`src/rtl/fetch_sequencer.sv`:
```
// Instruction-fetch controller: owns the PC, fetches from a combinational
// instruction memory into a valid/ready slot, and halts on the exit word.
module fetch_sequencer #(
  parameter int          MEM_WORDS = 256,
  parameter logic [31:0] RESET_PC  = 32'h0,
  parameter logic [31:0] EXIT_WORD = 32'h0000_0000,
  parameter int          CNT_W     = 16
) (
  input  logic             clk,
  input  logic             rst_n,
  input  logic             start,
  output logic [31:0]      imem_addr,
  input  logic [31:0]      imem_data,
  output logic             imem_en,
  output logic [31:0]      instr_out,
  output logic [31:0]      instr_pc,
  output logic             instr_valid,
  input  logic             instr_ready,
  input  logic             redirect_valid,
  input  logic [31:0]      redirect_pc,
  output logic             halted,
  output logic [CNT_W-1:0] fetch_count
);

  // Byte-address width of the memory; MEM_WORDS is a power of two, so
  // keeping only AW bits of the PC is the modulo wrap.
  localparam int AW = $clog2(MEM_WORDS * 4);

  typedef enum logic [1:0] {IDLE, FETCH, HALT} state_t;

  state_t         state, state_d;
  logic [AW-1:0]  pc;
  logic [AW-1:0]  instr_pc_q;
  logic [AW-1:0]  redirect_target;
  logic           slot_free;
  logic           handshake;
  logic           fetch_go;
  logic           is_exit;
  logic           unused_pc_bits;

  assign redirect_target = {redirect_pc[AW-1:2], 2'b00};
  assign unused_pc_bits  = ^{redirect_pc[31:AW], redirect_pc[1:0]};

  assign slot_free = !instr_valid || instr_ready;
  assign handshake = instr_valid && instr_ready;
  assign fetch_go  = (state == FETCH) && slot_free && !redirect_valid;
  assign is_exit   = (imem_data == EXIT_WORD);

  assign imem_en   = fetch_go;
  assign imem_addr = {{(32-AW){1'b0}}, pc};
  assign instr_pc  = {{(32-AW){1'b0}}, instr_pc_q};

  always_ff @(posedge clk or negedge rst_n) begin
    if (!rst_n) state <= IDLE;
    else        state <= state_d;
  end

  // NOTE: every combinational output gets a default first so no path can
  // leave it unassigned and infer a latch.
  always_comb begin
    state_d = state;
    case (state)
      IDLE:    if (start) state_d = FETCH;
      FETCH:   if (fetch_go && is_exit) state_d = HALT;
      HALT:    if (redirect_valid) state_d = FETCH;
      default: state_d = IDLE;
    endcase
    // Redirect wins everywhere except IDLE, where it only preloads the PC.
    if (redirect_valid && state != IDLE) state_d = FETCH;
  end

  // NOTE: registered state uses non-blocking assignments only, so every
  // flop samples pre-edge values regardless of statement order.
  always_ff @(posedge clk or negedge rst_n) begin
    if (!rst_n) begin
      pc          <= RESET_PC[AW-1:0];
      instr_out   <= '0;
      instr_pc_q  <= '0;
      instr_valid <= 1'b0;
      halted      <= 1'b0;
      fetch_count <= '0;
    end else if (redirect_valid) begin
      pc <= redirect_target;
      if (state != IDLE) begin
        instr_valid <= 1'b0;
        halted      <= 1'b0;
      end else if (handshake) begin
        instr_valid <= 1'b0;
      end
    end else if (fetch_go && !is_exit) begin
      instr_out   <= imem_data;
      instr_pc_q  <= pc;
      instr_valid <= 1'b1;
      pc          <= pc + AW'(4);
      if (fetch_count != {CNT_W{1'b1}}) fetch_count <= fetch_count + CNT_W'(1);
    end else begin
      // Exit word: not forwarded, PC parks on it; the slot may still drain.
      if (fetch_go) halted <= 1'b1;
      if (handshake) instr_valid <= 1'b0;
    end
  end

endmodule
```
`config.mk`:
```
export PLATFORM = sky130hd
export DESIGN_NAME = fetch_sequencer
export DESIGN_NICKNAME = d
export VERILOG_FILES = /design/src/rtl/fetch_sequencer.sv
export SDC_FILE = /design/constraint.sdc
export NUM_CORES = 1
export LEC_CHECK = 0
export ABC_CLOCK_PERIOD_IN_PS = 2800
export CELL_PAD_IN_SITES_DETAIL_PLACEMENT = 1
export CELL_PAD_IN_SITES_GLOBAL_PLACEMENT = 1
export CORE_MARGIN = 5
export CORE_UTILIZATION = 31
export DETAILED_ROUTE_END_ITERATION = 7
export HOLD_SLACK_MARGIN = 0.1
export PLACE_DENSITY_LB_ADDON = 0.1
export SETUP_SLACK_MARGIN = 0.15
export SYNTH_ARGS = -nofsm -noshare
export SYNTH_HDL_FRONTEND = slang
export SYNTH_SLANG_ARGS = --single-unit
```
`constraint.sdc`:
```
create_clock -name clk -period 2.8 [get_ports clk]
set_input_delay 0.56 -clock clk [delete_from_list [all_inputs] [get_ports clk]]
set_output_delay 0.56 -clock clk [all_outputs]
set_load 0.01 [all_outputs]
```
### Placement by cell class, run 1

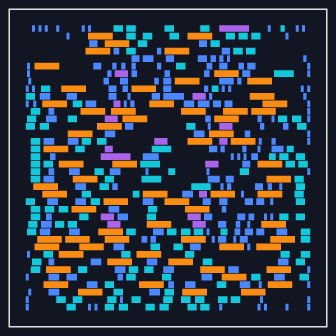
purple -> clock drivers and dummy loads  # cells 16
cyan -> other buffers and delay cells  # cells 122
orange -> flip-flops  # cells 68
blue -> all other logic  # cells 201

### Clock nets, run 1

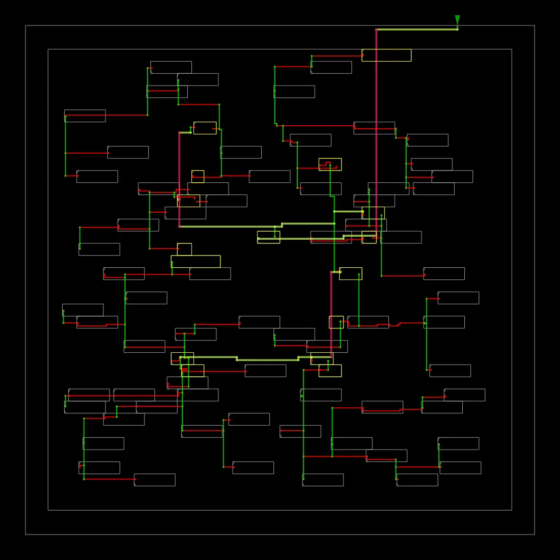
num sequential: 68
Late-Pin Clk Latency: 340 ps
Clock Power: 0.946 mW

==> impl_metrics.yaml, run 1 <==
# implementation run metrics
clock_network:
  cts_buffer_depth: 2
  cts_sinks: 68
  root_buffer: "clkbuf_8"
  cts_max_level: 3
job:
  maxCapViolCount: 0
  log.warning_count: 50
timing:
  tightestPinTransition_ps: 604
  post-route-period-util: 0.889
  max_freq_ghz: 0.402
  rsz0062_at_grt: "no"
  hold_slack_ps: 220
  drv_slew: 0
  slew_headroom: 0.597
final_layout:
  final_area_sq_mm: 0.00476
  seq_share: 0.358
  buf_share: 0.263
logic_synthesis:
  ys_sh_xor: 0.0391
  yosys_warnings: 0
  common_cells: "68 x dfrtp_1, 48 x buf_4, 40 x mux2_2"
  ys_types: 38
route:
  num_vias: 2474
  viasPerCell: 4.52
placement:
  portBuffers: 111
  gp_congestion: 0.740
outcome:
  outcome: "complete, no violations"
power_and_ir_drop:
  power_leader: "sequential cells"
  seq-power_mw: 1.28
  cellInternalPower_mw: 2.16
  switchingPower_mw: 0.903
floorplan:
  die_w_um: 114
  core_sq_mm: 0.0107
worst_setup_path:
  cpLargestDelayFamily: "buffers and inverters"
### Clock distribution, run 1

The bar under the picture is 20 um long.
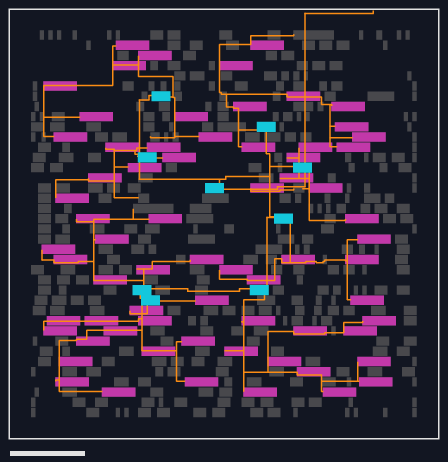
orange -> clock wires  # length 1040 um
magenta -> flip-flops  # count 68
cyan -> cells driving clock nets  # count 9
routed clock nets = 10

## run 1: routing by layer
| metal | GRT usage | vias up | part of all wire |
|---|---|---|---|
| met3 | 0.0645 | 7 | 0.10 |
| met4 | 0.0356 | 0 | 0.0098 |
| met5 | 0 | - | 0 |
| li1 | - | 1145 | - |
| met2 | 0.208 | 99 | 0.46 |
| met1 | 0.176 | 1223 | 0.43 |
## run 1: cells in the final DEF, fill, tap and decap left out, types with 2 or more instances in the layout
cell and instances:
xor2_1 15, nor3_1 6, dfrtp_1 68, o21ai_0 4
inv_6 3, conb_1 48, nand2_1 14, nor4b_1 2
clkdlybuf4s50_1 110, buf_12 5, bufinv_16 2, mux2_2 40
nor4_1 12, and3_1 2, inv_1 5, buf_4 6
o311ai_0 12, nor2_1 7, clkbuf_8 10, nand3_1 9
nand2b_1 2, nand4_1 4, ha_1 2, or2_2 2
## run 1: stage by stage
stage,power [mW],setup slack [ps]
CTS,3.12,177
floorplan,1.68,919
finish,3.06,311
global route,3.24,248
global placement,2.14,60.7
detailed placement,2.15,50.3
## run 1: path summary, 6_finish.rpt
check / from / end / slack (ps) / depth (start not counted)
worst max-delay path: instr_ready / imem_en / 310 / 4
worst min-delay path: rst_n / fetch_count[15] / 220 / 1
worst max register to register: fetch_count[0] / fetch_count[9] / 910 / 7
worst min register to register: fetch_count[11] / fetch_count[11] / 490 / 1
max in group asynchronous: rst_n / instr_out[31] / 1920 / 2
min in group clk: fetch_count[11] / fetch_count[11] / 490 / 1
## run 1: repair_timing
| item | 4_1_cts | 5_1_grt |
|---|---|---|
| gates resized | 0 | 0 |
| setup endpoints to repair | 0 | 1 |
| buffers inserted | 0 | 1 |
| endpoints found under the hold margin | 0 | 0 |
--- run 2 (diff from run 1) ---
--- a/config.mk
+++ b/config.mk
@@ -13,6 +13,7 @@
 export DETAILED_ROUTE_END_ITERATION = 7
 export HOLD_SLACK_MARGIN = 0.1
 export PLACE_DENSITY_LB_ADDON = 0.1
+export RECOVER_POWER = 100
 export SETUP_SLACK_MARGIN = 0.15
 export SYNTH_ARGS = -nofsm -noshare
 export SYNTH_HDL_FRONTEND = slang
### Where the registers sit, run 2

Other sequential cells in the stronger grey, the rest of the logic in the fainter grey.
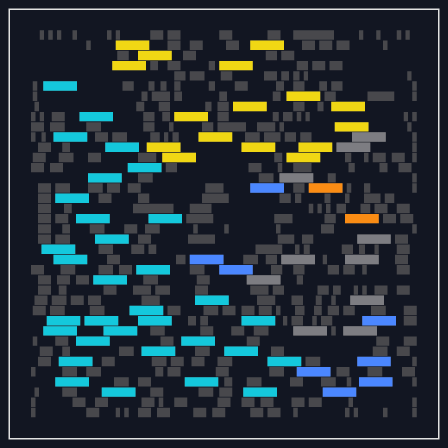
blue -> `instr_pc_q`  # placed flops 8
cyan -> `instr_out`  # placed flops 32
yellow -> `fetch_count`  # placed flops 16
orange -> `state`  # placed flops 2

### Clock distribution, run 2

The bar under the picture is 20 um long.
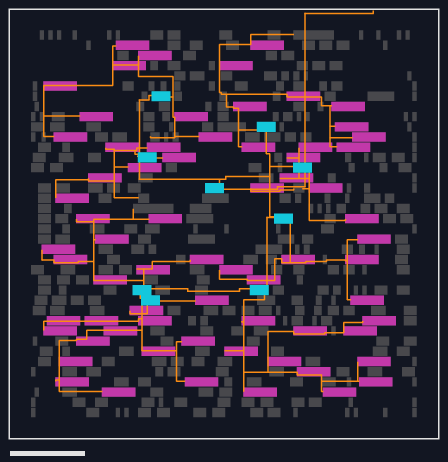
cyan -> cells driving clock nets  # count 9
magenta -> flip-flops  # count 68
orange -> clock wires  # length 1040 um
flops lie = spread over the die

### Placement by cell class, run 2

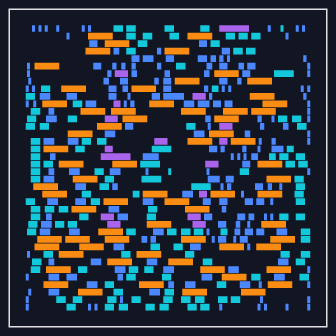
blue -> all other logic  # cells 201
cyan -> other buffers and delay cells  # cells 122
purple -> clock drivers and dummy loads  # cells 16
orange -> flip-flops  # cells 68

==> run 2 against run 1 <==
Synthesized area unchanged. Die size unchanged. Clock skew about the same. Wire length decreased by 0.37%. Critical endpoint unchanged. Register-to-register slack about the same. Critical path depth unchanged. Fmax decreased by 2.8%. Final area decreased by 0.24%. Largest power group unchanged. Power decreased by 2.3%. Via count about the same.
==> impl_metrics.yaml, run 2 <==
# implementation run metrics
worst_setup_path:
  startpoint_type: "input port"
  cpLargestDelayFamily: "buffers and inverters"
  crit_type: "input port to output pin"
  reg2regPathDepth: 7
  path_depth: 4
  r2r_slack_ps: 910
timing:
  tightestPinTransition_ps: 1440
  drv_slew: 0
  max_freq_ghz: 0.391
  hold_slack_ps: 487
  slew_headroom: 0.0393
  rsz0062_at_grt: "no"
  setup_tns_ps: 0
  post-route-period-util: 0.914
outcome:
  outcome: "complete, no violations"
power_and_ir_drop:
  power_mw: 2.99
logic_synthesis:
  ys_types: 38
  yosys_warnings: 0
  ys_seq_share: 0.506
  common_cells: "68 x dfrtp_1, 48 x buf_4, 40 x mux2_2"
route:
  wl_met3_um: 876
  dr.max_layer_used: "met4"
  num_vias: 2472
  viasPerCell: 4.52
  route.met2.wl_um: 4000
  wl_met1_um: 3770
clock_network:
  numCtsBuffers: 9
  cts_sinks: 68
  cts_buffer_depth: 2
  clk_latency_ps: 340
  cts_max_level: 3
  root_buffer: "clkbuf_8"
placement:
  gp_congestion: 0.740
  portBuffers: 111
final_layout:
  drive_above_1_share: 0.182
  synthToLayoutAreaGrowth_pct: 41.2
  diodes: 0
  mostFrequentLayoutCells: "68 x dfrtp_1, 68 x dlygate4sd3_1, 48 x conb_1"
  finalNonFillerCells: 547
global_route:
  antenna_found_initial: 0
  grt-ovfl-total: 0
floorplan:
  core_sq_mm: 0.0107
  die_w_um: 114
job:
  log.warning_count: 50
  maxCapViolCount: 0
min_path:
  hold_depth: 1
## run 2: cell counts after synthesis
No cell type changed its count.
## run 2: repair_timing
item,4_1_cts,5_1_grt
setup buffers,0,1
setup endpoints to repair,0,1
resized,0,0
## run 2: cell type report
cell class	count	area, sq um
Timing Repair Buffer	122	1250
Sequential cell	68	1700
Inverter	5	18.8
Fill cell	1180	6000
Clock buffer	10	138
Multi-Input combinational cell	196	1370
Tap cell	140	175
Clock inverter	6	93.8
## run 2: logic make-up after synthesis
family / Yosys count / share of synthesized area
buf+inv: 63 / 0.138
other cells: 1 / 0.00112
simple gates: 69 / 0.121
compound gates: 21 / 0.0491
flops: 68 / 0.506
mux: 41 / 0.137
xor+xnor: 15 / 0.0391
fa+ha+maj: 2 / 0.00744
## run 2: final timing paths
| check | from | to |
|---|---|---|
| min | fetch_count[15] | fetch_count[15] |
| min in group asynchronous | rst_n | fetch_count[15] |
| max in group asynchronous | rst_n | instr_out[31] |
| max | instr_ready | imem_en |
| min reg2reg | fetch_count[15] | fetch_count[15] |
| max reg2reg | fetch_count[0] | fetch_count[9] |
## run 2: metrics by stage
| stage | setup WS, ps | utilization |
|---|---|---|
| floorplan | 919 | - |
| global placement | 60.7 | 0.420 |
| detailed placement | 50.3 | 0.420 |
| CTS | 177 | 0.442 |
| global route | 182 | 0.442 |
| finish | 240 | 0.442 |
## run 2: power breakdown
group / total [mW] / switching [mW] / internal [mW]
Combinational: 0.774 / 0.350 / 0.425
Sequential: 1.27 / 0.135 / 1.14
Clock: 0.945 / 0.409 / 0.536
## run 2: layer usage
metal,GRT usage,up-vias
met5,0,-
met2,0.208,97
met1,0.176,1221
met4,0.0356,0
li1,-,1147
met3,0.0645,7
--- run 3 (diff from run 2) ---
--- a/config.mk
+++ b/config.mk
@@ -8,7 +8,6 @@
 export ABC_CLOCK_PERIOD_IN_PS = 2800
 export CELL_PAD_IN_SITES_DETAIL_PLACEMENT = 1
 export CELL_PAD_IN_SITES_GLOBAL_PLACEMENT = 1
-export CORE_MARGIN = 5
 export CORE_UTILIZATION = 31
 export DETAILED_ROUTE_END_ITERATION = 7
 export HOLD_SLACK_MARGIN = 0.1
### Where the registers sit, run 3

Other sequential cells in the stronger grey, the rest of the logic in the fainter grey.
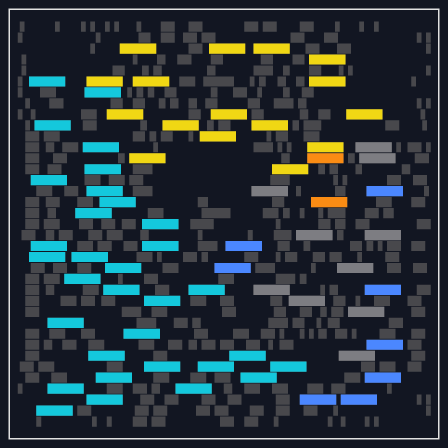
cyan -> `instr_out`  # placed flops 32
orange -> `state`  # placed flops 2
blue -> `instr_pc_q`  # placed flops 8
yellow -> `fetch_count`  # placed flops 16

### Placement by cell class, run 3

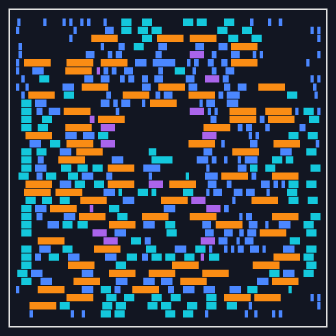
blue -> all other logic  # cells 201
purple -> clock drivers and dummy loads  # cells 16
cyan -> other buffers and delay cells  # cells 118
orange -> flip-flops  # cells 68

### Clock nets, run 3

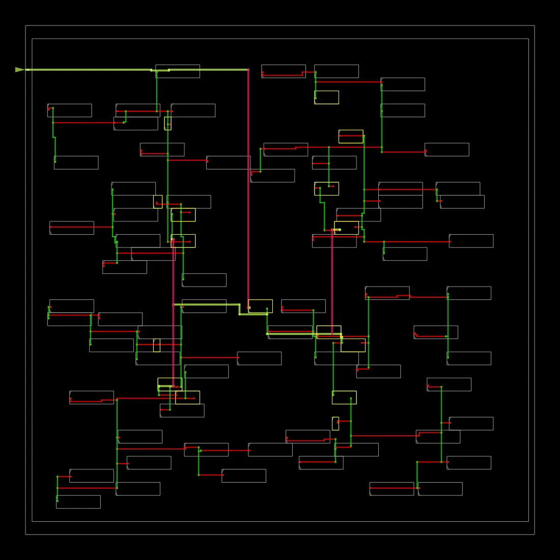
clk sinks: 68
Clock Power: 0.751 mW
# clk buffers: 15
Late-Pin Clk Latency: 330 ps

==> run 3 against run 2 <==
Core utilization about the same. Combinational power is 3% lower. Clock-buffer cell count increased by 5. Die size shrank 14%. Flip-flop count unchanged. Wire length fell by 9.2%. Synthesized area is the same. Sequential share of layout area up 1.1 points. Register-to-register slack got worse by 440 ps. Clock skew down 6.8 ps. Largest power group unchanged. Highest routed layer unchanged.
==> impl_metrics.yaml, run 3 <==
# implementation run metrics
timing:
  setup_tns_ps: 0
  hold_slack_ps: 486
  drv_slew: 0
min_path:
  hold_depth: 1
global_route:
  grt-ovfl-total: 0
final_layout:
  synthToLayoutAreaGrowth_pct: 36.9
  mostFrequentLayoutCells: "68 x dfrtp_1, 66 x dlygate4sd3_1, 48 x conb_1"
  fill_cells: 1149
clock_network:
  cts_max_level: 3
  cts.repair.resized: 0
  cts_buffer_depth: 2
  numCtsBuffers: 9
worst_setup_path:
  regToRegStartpoint: "fetch_count[0]"
  crit_start: "instr_ready"
  r2r-end: "fetch_count[1]"
  startpoint_type: "input port"
  reg2regPathDepth: 6
power_and_ir_drop:
  p_clk_frac: 0.270
  cellInternalPower_mw: 1.95
logic_synthesis:
  yosys_warnings: 0
  ys_seq_share: 0.506
  ys_types: 38
outcome:
  outcome: "complete, no violations"
[run 3: power by group through the flow]
stage          clock network (mW)  logic (mW)  registers (mW)
2_1_floorplan                   0       0.327            1.35
3_3_place_gp                    0       0.821            1.30
3_5_place_dp                    0       0.828            1.30
4_1_cts                     0.781       0.832            1.28
5_1_grt                     0.822       0.828            1.30
6_report                    0.751       0.754            1.27
[run 3: worst max-delay path, delay by kind of cell]
kind	cells	cell delay, ps
and+or+nand+nor	2	440
buffers and inverters	2	1010
[run 3: layer usage]
layer,vias to the layer above,wire (um),GRT usage
met4,0,102,0.0565
met3,7,756,0.0552
li1,1137,-,-
met1,1211,3460,0.196
met2,102,3620,0.228
met5,-,0,0
[run 3: area by class of cell]
| class | count | area, sq um | share of cell area |
|---|---|---|---|
| clock buffer | 15 | 176 | 0.0384 |
| clock inverter | 1 | 5.00 | 0.00109 |
| multi-input combinational | 196 | 1370 | 0.297 |
| inverter | 5 | 18.8 | 0.00408 |
| tap | 136 | 170 | 0.0370 |
| sequential | 68 | 1700 | 0.370 |
| timing repair buffer | 118 | 1160 | 0.252 |
[run 3: cells by family after synthesis]
| family | count (synthesis) | share of synthesized area |
|---|---|---|
| AND-OR/OR-AND | 21 | 0.0491 |
| XOR/XNOR | 15 | 0.0391 |
| adder cells (fa/ha/maj) | 2 | 0.00744 |
| buffers and inverters | 63 | 0.138 |
| flip-flops | 68 | 0.506 |
| multiplexers | 41 | 0.137 |
| other | 1 | 0.00112 |
| AND/OR/NAND/NOR | 69 | 0.121 |
[run 3: worst max path at each step]
stage,to,cells after the start
after global routing,instr_out[12],6
final,imem_en,4
after global placement,fetch_count[1],7
after CTS,imem_en,4
after detailed placement,fetch_count[1],7
after floorplan,instr_out[0],6
Power and IR drop assume default switching activity.
